==> config.mk <==
export PLATFORM = sky130hd
export DESIGN_NAME = ram_1port_bist_flat
export DESIGN_NICKNAME = d
export VERILOG_FILES = /design/src/rtl/ram_1port_bist_if.sv /design/src/rtl/ram_1port_bist.sv /design/src/flat_wrapper.sv
export SDC_FILE = /design/constraint.sdc
export NUM_CORES = 1
export LEC_CHECK = 0
export CAP_MARGIN = 20
export CELL_PAD_IN_SITES_DETAIL_PLACEMENT = 0
export CELL_PAD_IN_SITES_GLOBAL_PLACEMENT = 1
export CORE_MARGIN = 2
export CORE_UTILIZATION = 46
export DETAILED_ROUTE_END_ITERATION = 10
export PLACE_DENSITY = 0.72
export SLEW_MARGIN = 20
export SYNTH_ARGS = -nofsm -noshare
export SYNTH_HDL_FRONTEND = slang
export SYNTH_SLANG_ARGS = --single-unit
==> constraint.sdc <==
create_clock -name sys_clk -period 3.05 [get_ports sys_clk]
set_clock_uncertainty 0.15 [all_clocks]
set_input_delay 0.4575 -clock sys_clk [delete_from_list [all_inputs] [get_ports sys_clk]]
set_output_delay 0.4575 -clock sys_clk [all_outputs]
set_load 0.02 [all_outputs]
### Metal layers overlaid

Scale bar: 50 um.
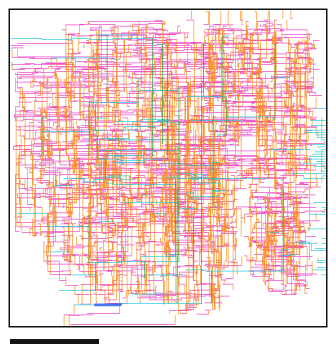
[M3] cyan | wire length: 1590 um
[M1] magenta | wire length: 14800 um
[M5] blue | wire length: 13.8 um
[M4] green | wire length: 993 um
[M2] orange | wire length: 15500 um
vias post-DR: 8348
WL final: 32900 um

### Sequential cells grouped by signal name

Scale bar: 50 um. Other sequential cells in the stronger grey, the rest of the logic in the fainter grey.
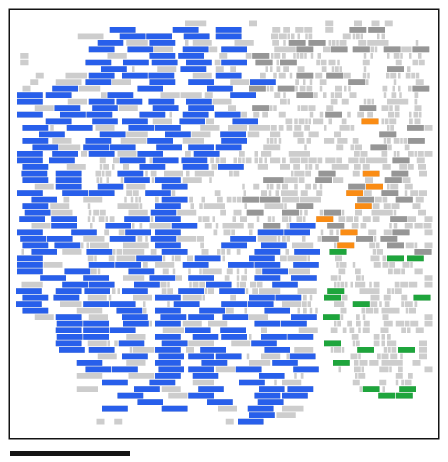
[u_core.mem] blue | flops: 256
[u_core.exp_pipe] orange | flops: 8 | where: right middle
[u_core.bus.err_cnt] green | flops: 16
P_seq: 5.04 mW
post-layout util: 55.6%
total area of sequential cells: 9220 um2

### Routing congestion map

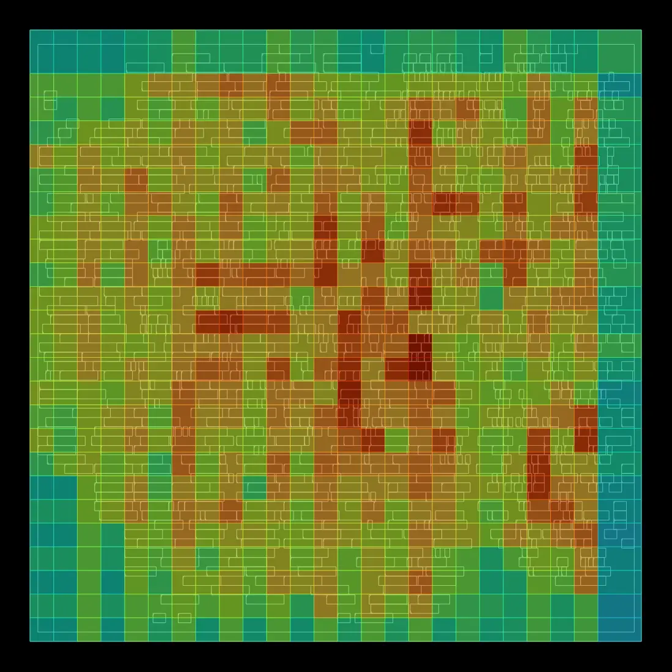
DR WL/cell: 22.3 um
gr busiest metal: met2
GR Util met1: 31.2%

### Placement by cell class

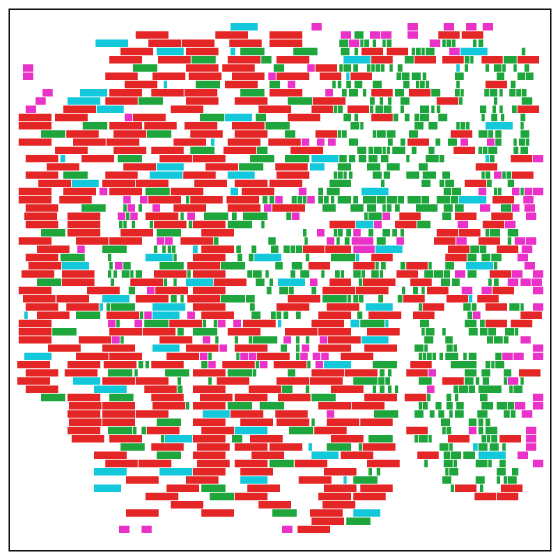
[remaining buffers and delay cells] magenta | cells: 127 | share of their area: 7.0%
[remaining logic cells] green | cells: 560 | share of their area: 28%
[registers] red | cells: 332 | share of their area: 57%
[clock drivers and dummy loads] cyan | cells: 65 | share of their area: 7.8%
flop share of the area: 55.6%
final instance area: 16600 um2
core box area: 29800 um2
site row count: 63

### Wiring heat map

Scale bar: 50 um. 36 x 36 tiles, from dark blue (low) to red (high), scaled to the fullest tile. Values are wire area over tile area, all layers added.
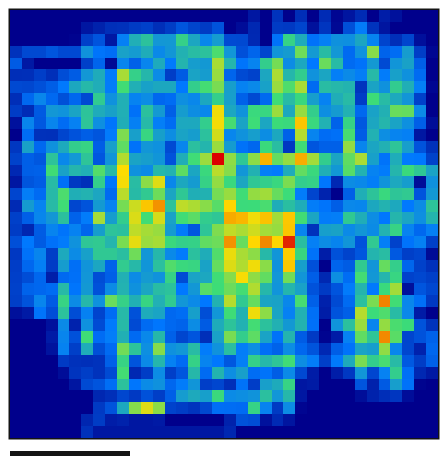
fullest tile: 0.58
tiles over half the peak: 13%
emptiest ninth of the die: bottom left
mean over tiles: 0.16
densest ninth of the die: middle
GRT Total Usage: 21.6%

==> impl_metrics.yaml <==
# generated from flow reports
run_status:
  status: "finished clean"
routing:
  routed_via_density: 5.66
  final_antenna_net_count: 0
  met1_length_um: 14800
  dr.pass1.iters: 4
  drt_iter0_markers: 667
  topRoutingLayerUsed: "met5"
  drc_errors: 0
  wl_met3_um: 1590
global_route:
  grt_max_degree: 39
  use_met3_pct: 3.18
  use_met2_pct: 33.6
  antenna_found_initial: 1
  grt_pass1_wl_um: 51000
  overflow: 0
  grt_pass1_vias: 8351
placed_design:
  place_inst: 1409
  pre_cts_ws_ns: 0.369
  place.gp.congestion: 0.799
  hpwl_um: 21600
  io_buffers: 59
die:
  taps: 390
  initCoreUtil_pct: 46.9
  die_h_um: 178
  die_x_um: 178
  dieArea_um2: 31800
synthesis:
  top_area_share_pct: 55.0
  ys_ff: 332
  postSynthCellCount: 946
  top_area_cell: "edfxtp_1"
  ys_seq_share_pct: 65.9
  async_flop_share_pct: 0
  synthTopCellsByArea: "edfxtp_1 (55%), dfxtp_1 (11%), mux4_2 (10%)"
  edf_count: 256
  top_cells_by_count: "edfxtp_1 (256), nor2_1 (99), dfxtp_1 (76)"
  synthAoiAreaFrac_pct: 5.09
  avgSynthCellArea_um2: 14.8
  ys_cells: 946
  xor_area_share_pct: 3.82
  synthMuxAreaShare_pct: 11.7
  synthAdderAreaFrac_pct: 1.99
  ff_type: "edfxtp_1"
  synth_cell_types: 70
  floorplan.nets: 980
  yosys_area_um2: 14000
  top_cell: "edfxtp_1"
critical_path:
  critPathLaunchType: "flop"
  ff2ff_setup_slack_ns: 0.36
  cp-end-kind: "flop"
  critical_path.top_delay_family: "AND-OR/OR-AND gates"
  r2r.worst_path.cells: 11
  crit_fanout: 6
  critical_path_class: "flop to flop"
  cp.depth: 11
  crit_chain: "inv_1, ha_1, inv_1, fa_1, nor2b_1, o21ai_0, a21boi_0, o21ai_0, xor2_1, a211o_1, a21oi_1"
  path_buffers: 2
  critPathMaxStageDelay_ns: 0.47
  slowest_stage: "fa_1"
finish:
  clk_share_pct: 7.58
  design.seq.count: 332
  finalNetCount: 1091
  buffers: 127
  comb_area_share_pct: 26.8
  antenna_cells: 0
  clock_buffers: 43
  layout.cells.non_filler: 1474
  final-nonclk-buf-share_pct: 6.79
  areaGrowthSynthToFinish_pct: 18.6
  drive_above_1_share_pct: 18.7
  logic_area_um2: 4430
  inv_count: 14
  fill_cells: 2427
  largest_class: "flip-flops and latches"
final_timing:
  rsz0062_at_grt: "false"
  setup_viol_count_final: 0
  finalHoldViolCount: 0
  min_period_ns: 2.69
  maxSlewHeadroom_pct: 50.5
  worst_slew_pin_slew_ns: 0.741
  timing.final.ws_setup_ns: 0.359
  maxSlewViolCount: 0
  tns_ns: 0
  min_period_over_period_pct: 88.2
  whs_ns: 0.307
worst_hold_path:
  hold_path.class: "flop to flop"
  hold_path_depth: 0
flow_run:
  warnings: 32
power_and_ir_drop:
  power.switching_mw: 2.18
  peakVddDrop_uv: 502
  p_int_mw: 8.09
  power_leader: "sequential cells"
  leakagePower_nw: 5.61
  clock_power_mw: 4.61
  comb_power_share_pct: 6.1
  power_density_nw_per_um2: 620
  netSwitchingFraction_pct: 21.2
  power.share.clock_pct: 44.9
cts:
  path_clk_slew_ns: 0.06
  htree_levels: 2
  cts_hold_buf: 0
  cts_tree: "yes"
  cts_buffer_depth: 3
  cts_sinks: 332
-- per-stage QoR --
step | area, um2 | power, mW
after floorplan | 14000 | 5.50
after global placement | 15300 | 5.76
after detailed placement | 15300 | 5.76
after CTS | 16600 | 10.4
after global routing | 16600 | 10.6
final | 16600 | 10.3
-- cells in the final DEF, fill, tap and decap left out, types with 5 or more instances in the layout --
master	n
edfxtp_1	256
nor2_1	99
dfxtp_1	74
nand2_1	72
buf_4	66
mux4_2	65
clkdlybuf4s50_1	59
a21oi_1	46
xnor2_1	42
clkbuf_16	36
nand3_1	28
nor3_1	21
xor2_1	19
ha_1	19
mux2i_1	16
inv_1	13
o21ai_0	10
a211oi_1	10
a21o_1	8
bufinv_16	8
and3_1	7
clkinv_1	7
a22oi_1	6
nand2b_1	6
clkbuf_1	6
nor4_1	5
Power and IR drop assume default switching activity.
